<file path="src/rtl/step_ram_loader.sv">
// Step RAM loader: takes a word-count header followed by 2N 32-bit halves and
// packs them (low half first) into N 64-bit RAM words at addresses 0..N-1.
module step_ram_loader #(
  parameter int RAM_ADDRESS_WIDTH = 13,
  parameter int DATA_WIDTH        = 64,
  parameter int IO_WIDTH          = 32,
  parameter int RAM_DEPTH         = 200
) (
  input  logic                         CLK,
  input  logic                         RST,
  input  logic                         Load_Start,
  input  logic                         INT,
  input  logic [IO_WIDTH-1:0]          IO_Data,
  output logic                         RAM_WR_Enable,
  output logic [RAM_ADDRESS_WIDTH-1:0] RAM_WR_Address,
  output logic [DATA_WIDTH-1:0]        RAM_WR_Data,
  output logic                         Busy,
  output logic                         Load_Done,
  output logic                         Process_Start,
  output logic                         Error_Flag
);

  typedef enum logic [2:0] {
    S_IDLE, S_HEADER, S_LOW, S_HIGH, S_DONE, S_ERROR
  } state_t;

  localparam logic [RAM_ADDRESS_WIDTH-1:0] DEPTH_L = RAM_ADDRESS_WIDTH'(RAM_DEPTH);
  localparam logic [RAM_ADDRESS_WIDTH-1:0] ONE_L   = RAM_ADDRESS_WIDTH'(1);

  state_t                         state, state_nxt;
  logic [RAM_ADDRESS_WIDTH-1:0]   n_words;
  logic [RAM_ADDRESS_WIDTH-1:0]   word_cnt;
  logic [RAM_ADDRESS_WIDTH-1:0]   cnt_inc;
  logic [IO_WIDTH-1:0]            low_half;
  logic [RAM_ADDRESS_WIDTH-1:0]   hdr_n;
  logic [IO_WIDTH-RAM_ADDRESS_WIDTH-1:0] hdr_hi;
  logic                           hdr_bad;
  logic                           hdr_take;
  logic                           low_take;
  logic                           write_fire;

  assign hdr_n      = IO_Data[RAM_ADDRESS_WIDTH-1:0];
  assign hdr_hi     = IO_Data[IO_WIDTH-1:RAM_ADDRESS_WIDTH];
  assign hdr_bad    = (hdr_n == '0) || (hdr_n > DEPTH_L) || (|hdr_hi);
  assign cnt_inc    = word_cnt + ONE_L;
  assign hdr_take   = (state == S_HEADER) && INT && !hdr_bad;
  assign low_take   = (state == S_LOW) && INT;
  assign write_fire = (state == S_HIGH) && INT;

  always_ff @(posedge CLK or negedge RST) begin
    if (!RST) state <= S_IDLE;
    else      state <= state_nxt;
  end

  always_comb begin
    state_nxt = state;
    case (state)
      S_IDLE:   if (Load_Start) state_nxt = S_HEADER;
      S_HEADER: if (INT)        state_nxt = hdr_bad ? S_ERROR : S_LOW;
      S_LOW:    if (INT)        state_nxt = S_HIGH;
      S_HIGH:   if (INT)        state_nxt = (cnt_inc == n_words) ? S_DONE : S_LOW;
      S_DONE,
      S_ERROR:  if (Load_Start) state_nxt = S_HEADER;
      default:                  state_nxt = S_IDLE;
    endcase
  end

  // Status flags are registered from the next state so they line up with the
  // final RAM write issued on the same edge.
  always_ff @(posedge CLK or negedge RST) begin
    if (!RST) begin
      n_words        <= '0;
      word_cnt       <= '0;
      low_half       <= '0;
      RAM_WR_Enable  <= 1'b0;
      RAM_WR_Address <= '0;
      RAM_WR_Data    <= '0;
      Busy           <= 1'b0;
      Load_Done      <= 1'b0;
      Process_Start  <= 1'b0;
      Error_Flag     <= 1'b0;
    end else begin
      if (hdr_take) begin
        n_words  <= hdr_n;
        word_cnt <= '0;
      end
      if (low_take) low_half <= IO_Data;
      RAM_WR_Enable <= write_fire;
      if (write_fire) begin
        RAM_WR_Address <= word_cnt;
        RAM_WR_Data    <= {IO_Data, low_half};
        word_cnt       <= cnt_inc;
      end
      Busy          <= (state_nxt == S_HEADER) || (state_nxt == S_LOW) || (state_nxt == S_HIGH);
      Load_Done     <= (state_nxt == S_DONE);
      Process_Start <= (state_nxt == S_DONE) && (state != S_DONE);
      Error_Flag    <= (state_nxt == S_ERROR);
    end
  end

endmodule

</file>
<file path="config.mk">
export PLATFORM = sky130hd
export DESIGN_NAME = step_ram_loader
export DESIGN_NICKNAME = d
export VERILOG_FILES = /design/src/rtl/step_ram_loader.sv
export SDC_FILE = /design/constraint.sdc
export NUM_CORES = 1
export LEC_CHECK = 0
export ABC_AREA = 1
export CAP_MARGIN = 30
export CORE_MARGIN = 5
export CORE_UTILIZATION = 47
export CTS_CLUSTER_SIZE = 25
export DETAILED_ROUTE_END_ITERATION = 7
export PLACE_DENSITY = 0.84
export REMOVE_ABC_BUFFERS = 1
export SYNTH_ARGS = -nofsm -noshare
export SYNTH_HDL_FRONTEND = slang
export SYNTH_SLANG_ARGS = --single-unit
</file>
<file path="constraint.sdc">
create_clock -name CLK -period 3.55 [get_ports CLK]
set_input_delay 0.355 -clock CLK [delete_from_list [all_inputs] [get_ports CLK]]
set_output_delay 0.355 -clock CLK [all_outputs]
set_load 0.05 [all_outputs]
</file>
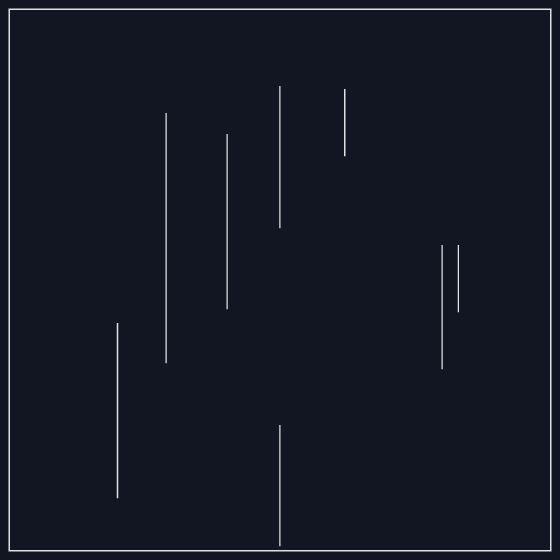
*The metal 4 layer*
The layer carries 252 um of wire. The longest straight run is 56.4 um. 6 nets have wire on it. The wires run mostly vertical. The layer holds 1.8% of the routed length.

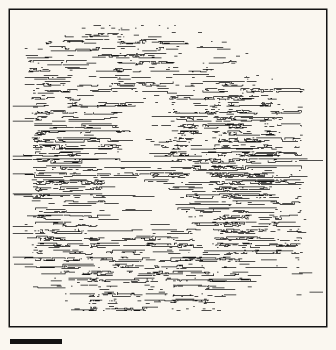
*Signal wires on met1*
The bar under the picture is 20 um long.
The layer holds 42% of the routed length. 742 nets have wire on it. The layer carries 5870 um of wire.
Via Count: 4959
WL final: 13900 um

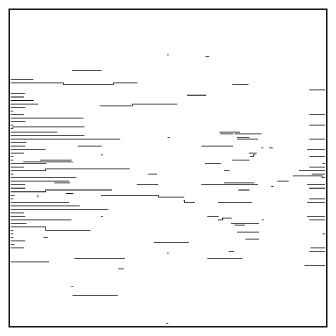
*M3 wires*
The layer carries 1140 um of wire. 100 nets have wire on it. The layer holds 8.2% of the routed length.

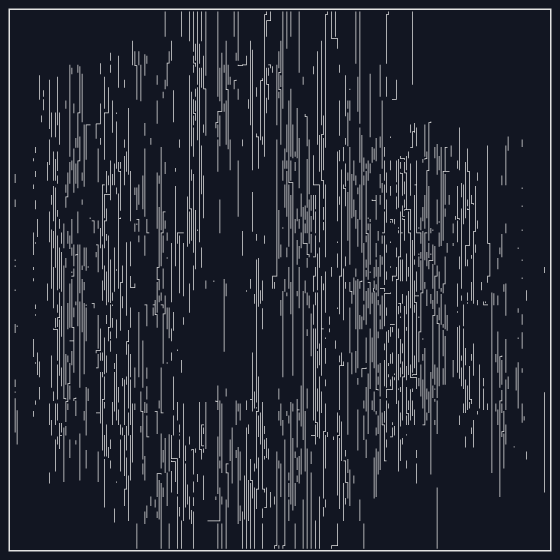
*The metal 2 layer*
The layer holds 48% of the routed length. The longest straight run is 43.7 um.

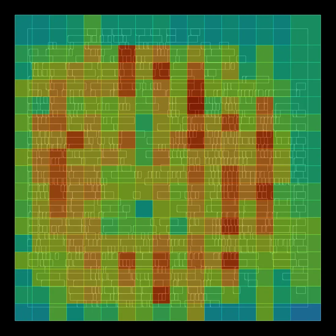
*Routing congestion*
total global-route track usage: 0.200
met1 Use GR: 0.255

==> flow_metrics.py <==
# Auto-generated metrics
metrics = {
    "cells_and_area": {
        "drive_above_1_share": 0.0617,
        "largestRegisters": "RAM_WR_Data x64, low_half x32",
        "largest_register_ffs": 64,
        "fin_util": 0.635,
        "num-nets-final": 850,
        "syn2layout_area_growth_pct": 33.7,
        "top_register": "RAM_WR_Data",
    },
    "global_routing": {
        "antenna_found_initial": 0,
        "grt_use_met3": 0.0779,
        "top_usage_layer": "met2",
    },
    "routing": {
        "drtAntennaViolNets": 0,
        "routed-wl-met2_um": 6660,
        "viasPerCell": 4.97,
    },
    "placement": {
        "placedCellCount": 964,
        "place_congestion": 0.902,
        "dp_hpwl_um": 9430,
        "dp_worst_setup_slack_ps": 922,
    },
    "pwr": {
        "vdd_drop_max_uv": 292,
        "p_switching_uw": 836,
        "clock_power_share": 0.486,
        "p_seq_frac": 0.443,
        "switching_share": 0.222,
    },
    "logic_synthesis": {
        "synth_area_sq_um": 5940,
        "ys_cells": 696,
        "synth_cells": 696,
        "ys_chip_area_sq_um": 5940,
        "ys_ff": 143,
    },
    "timing": {
        "timing.final.ws_setup_ps": 1380,
        "hold_viol": 0,
        "fin_worst_skew_ps": 7.84,
        "slew_headroom": 0.632,
    },
    "setup_path": {
        "slowest_stage": "clkdlybuf4s50_1",
        "crit_cells": 10,
        "endpoint_kind": "flip-flop",
        "critPathKind": "in -> reg",
        "critPathMaxStageDelay_ps": 410,
        "reg2reg_slack_ps": 1390,
        "worstPathArrival_ps": 2460,
        "crit_chain": "clkdlybuf4s50_1 > inv_1 > nand4_1 > nor2_1 > nand3_1 > nor2_1 > nor3b_2 > nand2_2 > nand2_1 > o21ai_0",
    },
    "clock_network": {
        "cts.sinks": 143,
        "numCtsBuffers": 17,
        "clkTransAtPathRegs_ps": 60,
    },
    "floorplanning": {
        "pin_count": 118,
        "chipArea_sq_um": 15000,
        "fp_util": 0.475,
    },
    "status": {
        "status": "completed",
    },
    "flow_run": {
        "cap_violations": 0,
    },
}
[cell usage after synthesis, drive strengths merged]
library cell,number,area (sq um)
o21ai,95,479
dfrtp,143,3580
nand4,7,43.8
nor4,5,31.3
nor2,35,149
clkbuf,20,75.1
nand3,31,155
nor3,2,10.0
inv,73,274
nor3b,1,12.5
a21oi,2,10.0
buf,6,23.8
nand3b,3,22.5
and2,1,6.26
o22ai,9,56.3
o2111a,1,11.3
nand2,260,986
ha,1,12.5
nor2b,1,6.26
[cells by family after synthesis]
family	share of synthesized area
flip-flops	0.602
AND/OR/NAND/NOR	0.239
buffers and inverters	0.0627
adder cells (fa/ha/maj)	0.00210
AND-OR/OR-AND	0.0937
[power groups by stage]
stage | Combinational, mW | Sequential (mW) | Clock, mW
detailed placement | 0.263 | 1.70 | 0
floorplan | 0.0775 | 1.75 | 0
CTS | 0.264 | 1.67 | 1.86
global route | 0.295 | 1.67 | 1.94
global placement | 0.260 | 1.70 | 0
finish | 0.265 | 1.67 | 1.83
[placed cells by master, fill, tap and decap left out, types with 5 or more instances in the layout]
cell type / synthesis / layout
clkbuf_16: 0 / 17
clkdlybuf4s50_1: 0 / 116
dfrtp_1: 143 / 143
inv_1: 71 / 71
nand2_1: 256 / 254
nand2_2: 4 / 5
nand3_1: 31 / 31
nand4_1: 7 / 7
nor2_1: 32 / 32
nor4_1: 5 / 5
o21ai_0: 93 / 93
o22ai_1: 9 / 9
[area by class of cell]
class,count,area [sq um]
repair buffers,124,1260
fillers,1042,4570
well taps,172,215
clock inverters,10,134
clock buffers,22,484
inverters,73,274
multi-input cells,454,2000
flip-flops and latches,143,3580
No activity file was given, so power comes from the tool's default toggle rates.
